## src/rtl/dmem_arbiter.sv

```systemverilog
// ============================================================================
// Module   : dmem_arbiter
// Summary  : Two-port arbiter for a single-port 64x8 data memory. Port A has
//            fixed priority, and a wait counter force-grants Port B.
//            Optional power-on clear of the memory via macro DMEM_CLEAR_EN.
// Revision : 1.0 - initial release
// ============================================================================
`default_nettype none

module dmem_arbiter #(
  parameter int ADDR_W   = 6,
  parameter int DATA_W   = 8,
  parameter int MAX_WAIT = 4
) (
  input  logic              clk,
  input  logic              reset,
  input  logic              a_req,
  input  logic              a_we,
  input  logic [ADDR_W-1:0] a_addr,
  input  logic [DATA_W-1:0] a_wdata,
  output logic              a_ack,
  output logic [DATA_W-1:0] a_rdata,
  output logic              a_rvalid,
  input  logic              b_req,
  input  logic              b_we,
  input  logic [ADDR_W-1:0] b_addr,
  input  logic [DATA_W-1:0] b_wdata,
  output logic              b_ack,
  output logic [DATA_W-1:0] b_rdata,
  output logic              b_rvalid,
  output logic              mem_en,
  output logic              mem_we,
  output logic [ADDR_W-1:0] mem_addr,
  output logic [DATA_W-1:0] mem_wdata,
  input  logic [DATA_W-1:0] mem_rdata,
  output logic              busy
);

  localparam logic [1:0] S_IDLE     = 2'd1;
  localparam logic [1:0] S_ISSUE    = 2'd2;
`ifdef DMEM_CLEAR_EN
  localparam logic [1:0] S_INIT     = 2'd0;
  localparam logic [1:0] S_RESET    = S_INIT;
`else
  localparam logic [1:0] S_RESET    = S_IDLE;
`endif
  localparam logic [3:0] WAIT_LIMIT = 4'(MAX_WAIT);

  logic [1:0]        state_q,      state_d;
  logic              last_grant_q, last_grant_d;
  logic              we_q,         we_d;
  logic [ADDR_W-1:0] addr_q,       addr_d;
  logic [DATA_W-1:0] wdata_q,      wdata_d;
  logic [3:0]        b_wait_cnt_q, b_wait_cnt_d;
  logic [DATA_W-1:0] a_rdata_q,    a_rdata_d;
  logic [DATA_W-1:0] b_rdata_q,    b_rdata_d;
  logic              a_rvalid_q,   a_rvalid_d;
  logic              b_rvalid_q,   b_rvalid_d;
`ifdef DMEM_CLEAR_EN
  logic [ADDR_W-1:0] clr_cnt_q,    clr_cnt_d;
`endif
  logic              b_wins;

  // State register
  always_ff @(posedge clk) begin
    if (reset) begin
      state_q      <= S_RESET;
      last_grant_q <= 1'b0;
      we_q         <= 1'b0;
      addr_q       <= '0;
      wdata_q      <= '0;
      b_wait_cnt_q <= 4'd0;
      a_rdata_q    <= '0;
      b_rdata_q    <= '0;
      a_rvalid_q   <= 1'b0;
      b_rvalid_q   <= 1'b0;
`ifdef DMEM_CLEAR_EN
      clr_cnt_q    <= '0;
`endif
    end else begin
      state_q      <= state_d;
      last_grant_q <= last_grant_d;
      we_q         <= we_d;
      addr_q       <= addr_d;
      wdata_q      <= wdata_d;
      b_wait_cnt_q <= b_wait_cnt_d;
      a_rdata_q    <= a_rdata_d;
      b_rdata_q    <= b_rdata_d;
      a_rvalid_q   <= a_rvalid_d;
      b_rvalid_q   <= b_rvalid_d;
`ifdef DMEM_CLEAR_EN
      clr_cnt_q    <= clr_cnt_d;
`endif
    end
  end

  // Next-state and datapath latch logic
  always_comb begin
    state_d      = state_q;
    last_grant_d = last_grant_q;
    we_d         = we_q;
    addr_d       = addr_q;
    wdata_d      = wdata_q;
    b_wait_cnt_d = b_wait_cnt_q;
    a_rdata_d    = a_rdata_q;
    b_rdata_d    = b_rdata_q;
    a_rvalid_d   = 1'b0;
    b_rvalid_d   = 1'b0;
`ifdef DMEM_CLEAR_EN
    clr_cnt_d    = clr_cnt_q;
`endif
    b_wins       = b_req && (!a_req || (b_wait_cnt_q == WAIT_LIMIT));

    case (state_q)
      S_IDLE: begin
        if (a_req || b_req) begin
          state_d      = S_ISSUE;
          last_grant_d = b_wins;
          we_d         = b_wins ? b_we    : a_we;
          addr_d       = b_wins ? b_addr  : a_addr;
          wdata_d      = b_wins ? b_wdata : a_wdata;
        end
        // B lost to A this arbitration: age the pending request
        if (b_req && !b_wins) begin
          b_wait_cnt_d = (b_wait_cnt_q == WAIT_LIMIT) ? b_wait_cnt_q
                                                      : b_wait_cnt_q + 4'd1;
        end else begin
          b_wait_cnt_d = 4'd0;
        end
      end
      S_ISSUE: begin
        state_d = S_IDLE;
        if (!we_q) begin
          if (last_grant_q) begin
            b_rdata_d  = mem_rdata;
            b_rvalid_d = 1'b1;
          end else begin
            a_rdata_d  = mem_rdata;
            a_rvalid_d = 1'b1;
          end
        end
      end
`ifdef DMEM_CLEAR_EN
      S_INIT: begin
        clr_cnt_d = clr_cnt_q + 1'b1;
        if (&clr_cnt_q) begin
          state_d = S_IDLE;
        end
      end
`endif
      default: state_d = S_RESET;
    endcase
  end

  // Output decode
  always_comb begin
    mem_en    = 1'b0;
    mem_we    = 1'b0;
    mem_addr  = '0;
    mem_wdata = '0;
    a_ack     = 1'b0;
    b_ack     = 1'b0;
    busy      = 1'b0;
    case (state_q)
      S_ISSUE: begin
        mem_en    = 1'b1;
        mem_we    = we_q;
        mem_addr  = addr_q;
        mem_wdata = wdata_q;
        a_ack     = !last_grant_q;
        b_ack     = last_grant_q;
      end
`ifdef DMEM_CLEAR_EN
      S_INIT: begin
        mem_en   = 1'b1;
        mem_we   = 1'b1;
        mem_addr = clr_cnt_q;
        busy     = 1'b1;
      end
`endif
      default: ;
    endcase
  end

  assign a_rdata  = a_rdata_q;
  assign b_rdata  = b_rdata_q;
  assign a_rvalid = a_rvalid_q;
  assign b_rvalid = b_rvalid_q;

endmodule

`default_nettype wire

```

## config.mk

```make
export PLATFORM = sky130hd
export DESIGN_NAME = dmem_arbiter
export DESIGN_NICKNAME = d
export VERILOG_FILES = /design/src/rtl/dmem_arbiter.sv
export SDC_FILE = /design/constraint.sdc
export NUM_CORES = 1
export LEC_CHECK = 0
export ABC_AREA = 1
export CAP_MARGIN = 10
export CORE_MARGIN = 2
export CORE_UTILIZATION = 40
export DETAILED_ROUTE_END_ITERATION = 12
export GPL_TIMING_DRIVEN = 0
export HOLD_SLACK_MARGIN = 0.06
export PLACE_DENSITY = 0.82
export SLEW_MARGIN = 10
export SYNTH_ARGS = -nofsm -noshare
export SYNTH_HDL_FRONTEND = slang
export SYNTH_SLANG_ARGS = --single-unit
```

## constraint.sdc

```tcl
create_clock -name clk -period 3.9 [get_ports clk]
set_input_delay 0.585 -clock clk [delete_from_list [all_inputs] [get_ports clk]]
set_output_delay 0.585 -clock clk [all_outputs]
set_load 0.1 [all_outputs]
```

==> run_1/m2.png <==
Drawn at 6 px/um.
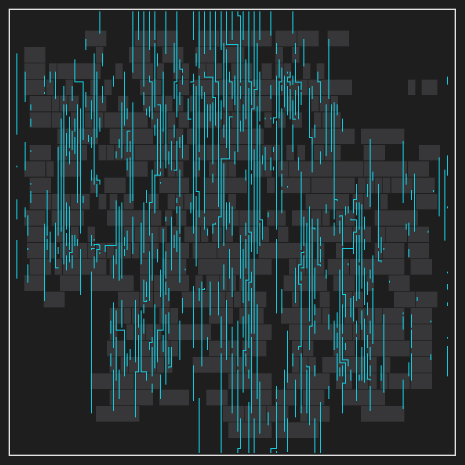
share of all routed wire: 49%
main direction: vertical
longest straight run: 30.6 um
wire length on this layer: 2480 um
nets with wire on the layer: 327

==> run_1/class_map.png <==
Drawn at 4 px/um. Fill, decap, tap and diode cells in gray.
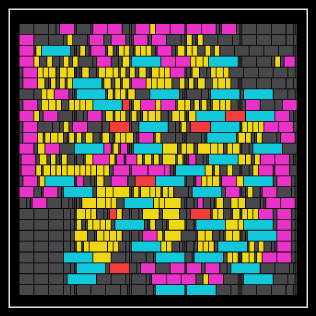
legend:
  remaining buffers and delay cells:
    color: magenta
    cells: 91
    share_of_their_area: 31%
  clock drivers and dummy loads:
    color: red
    cells: 8
    share_of_their_area: 3.3%
  registers:
    color: cyan
    cells: 40
    share_of_their_area: 28%
  remaining logic cells:
    color: yellow
    cells: 232
    share_of_their_area: 38%
Rows: 25
total core area: 0.004723 mm2

==> run_1/clock_wires.png <==
Drawn at 6 px/um.
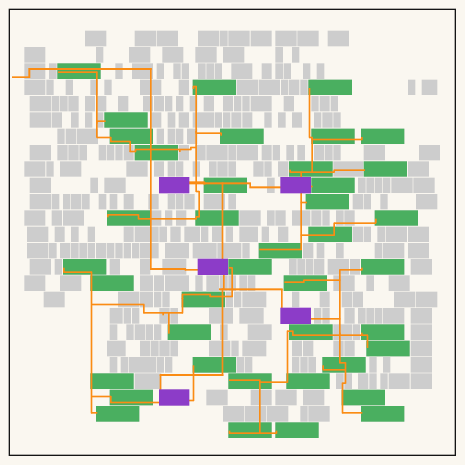
legend:
  clock wires:
    color: orange
    length: 507 um
  clock-net drivers:
    color: purple
    count: 5
  flip-flops:
    color: green
    count: 40
routed clock nets: 6

[run 1: per-stage QoR]
step / setup WS (ns) / util (%)
floorplan: 0.7983 / -
global placement: 1.274 / 59.50
detailed placement: 1.253 / 59.50
CTS: 0.9144 / 61.46
global route: 0.8480 / 61.46
finish: 0.9363 / 61.46
[run 1: worst max-delay path by stage]
| stage | start | endpoint | slack, ns |
|---|---|---|---|
| 6_report | state_q[1] | mem_wdata[1] | 0.94 |
| 5_1_grt | state_q[1] | mem_wdata[1] | 0.85 |
| 4_1_cts | state_q[1] | mem_wdata[1] | 0.91 |
| 3_5_place_dp | state_q[1] | mem_wdata[1] | 1.25 |
| 3_3_place_gp | state_q[0] | mem_wdata[6] | 1.27 |
| 2_1_floorplan | state_q[0] | mem_addr[0] | 0.80 |
==> metrics.cfg, run 1 <==
[worst_setup_path]
worst-path-buf-inv = 4
path_depth = 6
crit_top_cell = inv_2
cp-start-kind = register
cp_max_fo = 10

[pwr]
p_sw_share_pct = 32.02
p_comb_share_pct = 26.2
vdd_drop_max_mv = 0.1713
power.group.top = registers
finalPower_mw = 0.9975
clkPwrFrac_pct = 28.5
p_int_mw = 0.6781

[cells_and_area]
nMultiInputCombCells = 190
comb_area_share_pct = 30.65
layout_top_cells = nor2_1 (84), clkdlybuf4s50_1 (76), dfxtp_1 (40)
comb_area_um2 = 889.6

[drt]
vias = 2018
route.detailed.drc = 0

[global_route]
grt_max_degree = 13
overflow = 0
met2_usage_pct = 36.01

[placed_design]
dpl.cell_count = 430
dpl-instance-area_mm2 = 0.002810

[run_status]
status = completed

[cts]
clkTransAtPathRegs_ns = 0.08
cts_sinks = 40
clk_path_buf_depth = 2
clock_tree.root_cell = clkbuf_8

[synth]
syn-instance-count = 287
ys_sh_xor_pct = 0.4456
async_reset_ff_share_pct = 0
top_area_cell = dfxtp_1
yosys.area_share.aoi_pct = 12.67
ys_warn_count = 0
synth.distinct_cells = 24
yosysChipArea_mm2 = 0.001966
top_cells_by_count = nor2_1 (84), dfxtp_1 (40), inv_1 (38)

[die]
tap_cells = 67
io_pins = 79

[sta]
finalCritPeriodShare_pct = 75.99
max_slew_margin_pct = 33.27
rsz0062_at_grt = no

[hold_path]
hold_depth = 2
hold_end = a_rdata[1]

[flow_run]
tool_warnings = 27

==> inputs of run 2 (changes only) <==
==> constraint.sdc (replaced) <==
create_clock -name clk -period 3 [get_ports clk]
set_input_delay 0.45 -clock clk [delete_from_list [all_inputs] [get_ports clk]]
set_output_delay 0.45 -clock clk [all_outputs]
set_load 0.1 [all_outputs]
==> run_2/clock_nets.png <==
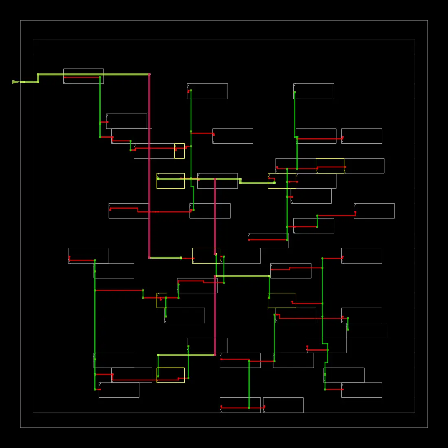
clk sink count: 40
Insertion Delay late pin: 0.29 ns
clock skew: 0.006435 ns

==> run_2/port_trees.png <==
Drawn at 4 px/um.
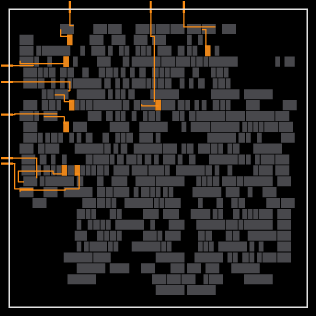
legend:
  `mem_wdata`:
    color: orange
    direction: output
    end_cells: 8
    buffers: 8
    wire: 171 um

==> run_2/m2.png <==
Drawn at 6 px/um.
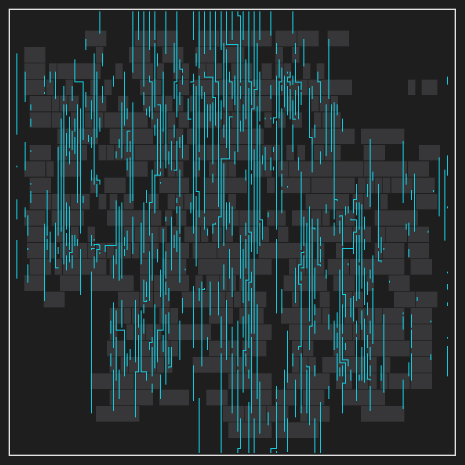
main direction: vertical
wire length on this layer: 2480 um
final wirelength: 5.019 mm
met2 usage: 36.01%
vias: 2018

==> metrics.cfg, run 2 <==
[run_status]
status = completed  ; unchanged

[global_route]
grt_max_degree = 13  ; unchanged
overflow = 0  ; unchanged

[synth]
ys_warn_count = 0  ; unchanged
async_reset_ff_share_pct = 0  ; unchanged
top_area_cell = dfxtp_1  ; unchanged
syn-instance-count = 287  ; unchanged
yosysChipArea_mm2 = 0.001966  ; unchanged
synth.distinct_cells = 24  ; unchanged
top_cells_by_count = nor2_1 (84), dfxtp_1 (40), inv_1 (38)  ; unchanged

[sta]
fin_ws_ns = 0.1713  ; was 0.9363 ns
rsz0062_at_grt = no  ; unchanged
max_slew_margin_pct = 33.27  ; unchanged

[cells_and_area]
nMultiInputCombCells = 190  ; unchanged
comb_area_share_pct = 30.65  ; unchanged
utilization_pct = 61.46  ; unchanged
comb_area_um2 = 889.6  ; unchanged

[placed_design]
dpl-instance-area_mm2 = 0.002810  ; unchanged
post-place-ws_ns = 0.4880  ; was 1.253 ns

[worst_setup_path]
worst-path-buf-inv = 4  ; unchanged
cp_max_fo = 10  ; unchanged
endpoint = mem_wdata[1]  ; unchanged
critPathLaunch = state_q[1]  ; unchanged
path_depth = 6  ; unchanged
crit_top_cell = inv_2  ; unchanged

[hold_path]
hold_depth = 2  ; unchanged

[drt]
route.detailed.drc = 0  ; unchanged

[pwr]
p_sw_share_pct = 32.02  ; about the same
vdd_drop_max_mv = 0.2227  ; was 0.1713 mV
power.group.top = registers  ; unchanged
p_int_mw = 0.8815  ; was 0.6781 mW

[die]
fp.coreArea_mm2 = 0.004723  ; unchanged
num_rows = 25  ; unchanged
io_pins = 79  ; unchanged
tap_cells = 67  ; unchanged

[cts]
clk_path_buf_depth = 2  ; unchanged
clkTransAtPathRegs_ns = 0.08  ; about the same

==> run 2: tightest hold or removal path, stage by stage, from the launching register on <==
cell     delay (ns)
dfxtp_1        0.33
nor2_1         0.04
nor2_1         0.08
==> run 2: cell families after synthesis <==
logic type,count (synthesis),share of synthesized area [%]
xor gates and xnor gates,1,0.4457
adders and majority gates,2,1.273
DFF,40,40.74
buffers and inverters,57,14.00
and+or+nand+nor,137,30.68
AOI/OAI and AO/OA,49,12.67
other,1,0.1908
==> run 2: metal layers <==
metal  part of all wire, %  vias up
li1                      -     1044
met1                    42      893
met2                    49       71
met3                   6.4       10
met4                   1.9        0
met5                     0        -
==> run 2: stage by stage <==
stage                     instances  total power [mW]
after floorplan                 287            0.8265
after global placement          430            0.9297
after detailed placement        430            0.9376
after CTS                       438             1.303
after global routing            438             1.361
final                           438             1.297
==> inputs of run 3 (changes only) <==
--- a/config.mk
+++ b/config.mk
@@ -13,7 +13,7 @@
 export GPL_TIMING_DRIVEN = 0
 export HOLD_SLACK_MARGIN = 0.06
 export PLACE_DENSITY = 0.82
-export SLEW_MARGIN = 10
+export SLEW_MARGIN = 25
 export SYNTH_ARGS = -nofsm -noshare
 export SYNTH_HDL_FRONTEND = slang
 export SYNTH_SLANG_ARGS = --single-unit
==> run_3/m2.png <==
Drawn at 6 px/um.
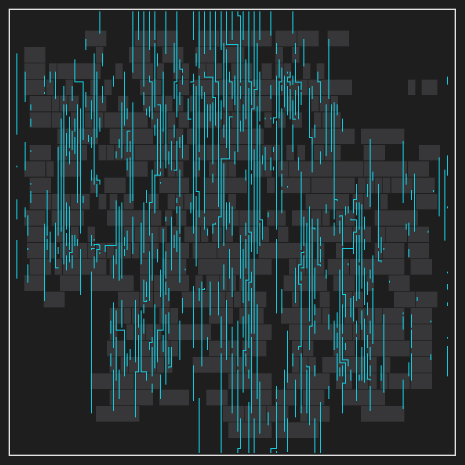
wire length on this layer: 2480 um
share of all routed wire: 49%
nets with wire on the layer: 327

==> run_3/port_trees.png <==
Drawn at 4 px/um.
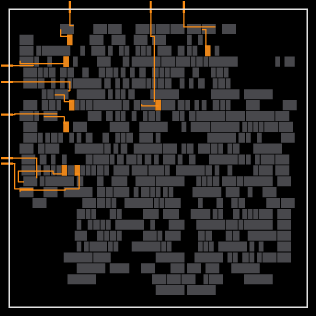
legend:
  `mem_wdata`:
    color: orange
    direction: output
    end_cells: 8
    buffers: 8
    wire: 171 um
# IOs: 79
IO Port Bufs: 76

==> run_3/clock_wires.png <==
Drawn at 6 px/um.
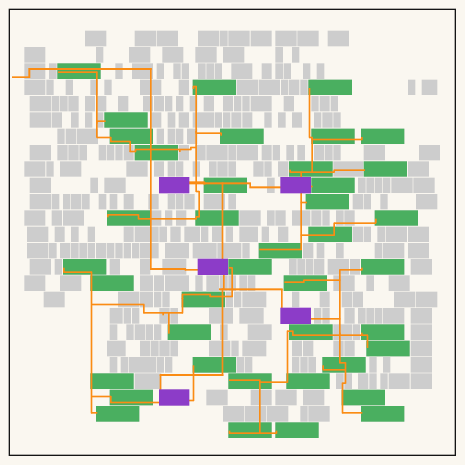
legend:
  clock-net drivers:
    color: purple
    count: 5
  clock wires:
    color: orange
    length: 507 um
  flip-flops:
    color: green
    count: 40
routed clock nets: 6

==> metrics.cfg, run 3 <==
[global_route]
grt_max_degree = 13  ; unchanged
overflow = 0  ; unchanged
antenna_found_initial = 0  ; unchanged

[pwr]
powerClk_mw = 0.370  ; about the same
p_comb_share_pct = 26.2  ; about the same
pg_seq_mw = 0.588  ; about the same
finalPower_mw = 1.297  ; unchanged
vdd_drop_max_mv = 0.2227  ; unchanged
clkPwrFrac_pct = 28.5  ; about the same
pwr-share-seq_pct = 45.3  ; about the same
p_sw_share_pct = 32.02  ; unchanged
p_int_mw = 0.8815  ; unchanged
power.group.top = registers  ; unchanged

[synth]
most_common_cell = nor2_1  ; unchanged
fa_ha_area_share_pct = 1.273  ; unchanged
ys_sh_xor_pct = 0.4456  ; unchanged
synth.mux.area_fraction_pct = 0  ; unchanged
synth.distinct_cells = 24  ; unchanged
top_cells_by_count = nor2_1 (84), dfxtp_1 (40), inv_1 (38)  ; unchanged
yosys.area_share.aoi_pct = 12.67  ; unchanged
synthSimpleGateAreaFrac_pct = 30.68  ; unchanged
ys_warn_count = 0  ; unchanged
async_reset_ff_share_pct = 0  ; unchanged
top_logic_kind = simple AND/OR/NAND/NOR gates  ; unchanged
yosysChipArea_mm2 = 0.001966  ; unchanged
top_area_cell = dfxtp_1  ; unchanged
syn-instance-count = 287  ; unchanged

[flow_run]
tool_warnings = 27  ; unchanged

[sta]
finalCritPeriodShare_pct = 94.29  ; unchanged
skew_ns = 0.006435  ; unchanged
rsz0062_at_grt = no  ; unchanged
fin_ws_ns = 0.1713  ; unchanged
max_slew_margin_pct = 33.27  ; unchanged

[worst_setup_path]
worst-path-buf-inv = 4  ; unchanged
crit_path_max_incr_delay_ns = 1.15  ; about the same
crit_path_end_kind = output pin  ; unchanged
critPathLaunch = state_q[1]  ; unchanged
crit_top_cell = inv_2  ; unchanged
path_depth = 6  ; unchanged
crit_family = buffers and inverters  ; unchanged
cp_max_fo = 10  ; unchanged
endpoint = mem_wdata[1]  ; unchanged
cp-start-kind = register  ; unchanged

[die]
fp.dieW_um = 74.10  ; unchanged
num_rows = 25  ; unchanged
fp.coreArea_mm2 = 0.004723  ; unchanged

[drt]
drt_wl_total_mm = 5.019  ; unchanged
vias = 2018  ; unchanged
route.detailed.drc = 0  ; unchanged
antenna_left = 0  ; unchanged

[cells_and_area]
layout_top_cells = nor2_1 (84), clkdlybuf4s50_1 (76), dfxtp_1 (40)  ; unchanged
comb_area_um2 = 889.6  ; unchanged
utilization_pct = 61.46  ; unchanged
fin_cells = 438  ; unchanged
antennaDiodeCount = 0  ; unchanged

[hold_path]
hold_depth = 2  ; unchanged
hold_end = a_rdata[1]  ; unchanged

[placed_design]
dpl.cell_count = 430  ; unchanged
finalWeightedCongestion = 0.8420  ; unchanged
post-place-ws_ns = 0.4880  ; unchanged
dpl-instance-area_mm2 = 0.002810  ; unchanged

[cts]
cts_sinks = 40  ; unchanged
clk_latency_ns = 0.29  ; about the same
post-cts-setup-buffer-count = 0  ; unchanged
clkTransAtPathRegs_ns = 0.08  ; about the same
clock_tree.root_cell = clkbuf_8  ; unchanged

[run_status]
status = completed  ; unchanged

[run 3: cell counts after synthesis]
No cell type changed its count.
[run 3: layer usage]
metal	track usage (%)	share of wire, %	vias up
li1	-	-	1044
met1	20.57	42	893
met2	36.01	49	71
met3	5.285	6.4	10
met4	7.879	1.9	0
met5	0	0	-
[run 3: cells by family after synthesis]
group                      Yosys count
AOI/OAI and AO/OA                   49
xor gates and xnor gates             1
adders and majority gates            2
buffers and inverters               57
DFF                                 40
other                                1
and+or+nand+nor                    137
[run 3: cell type report]
cell class	instances	area share (%)
Buffer	15	3.707
Clock buffer	6	2.845
Clock inverter	2	0.3448
Inverter	42	5.776
Multi-Input combinational cell	190	30.65
Sequential cell	40	27.59
Tap cell	67	2.888
Timing Repair Buffer	76	26.21
Power is estimated from default activity; no workload was simulated.
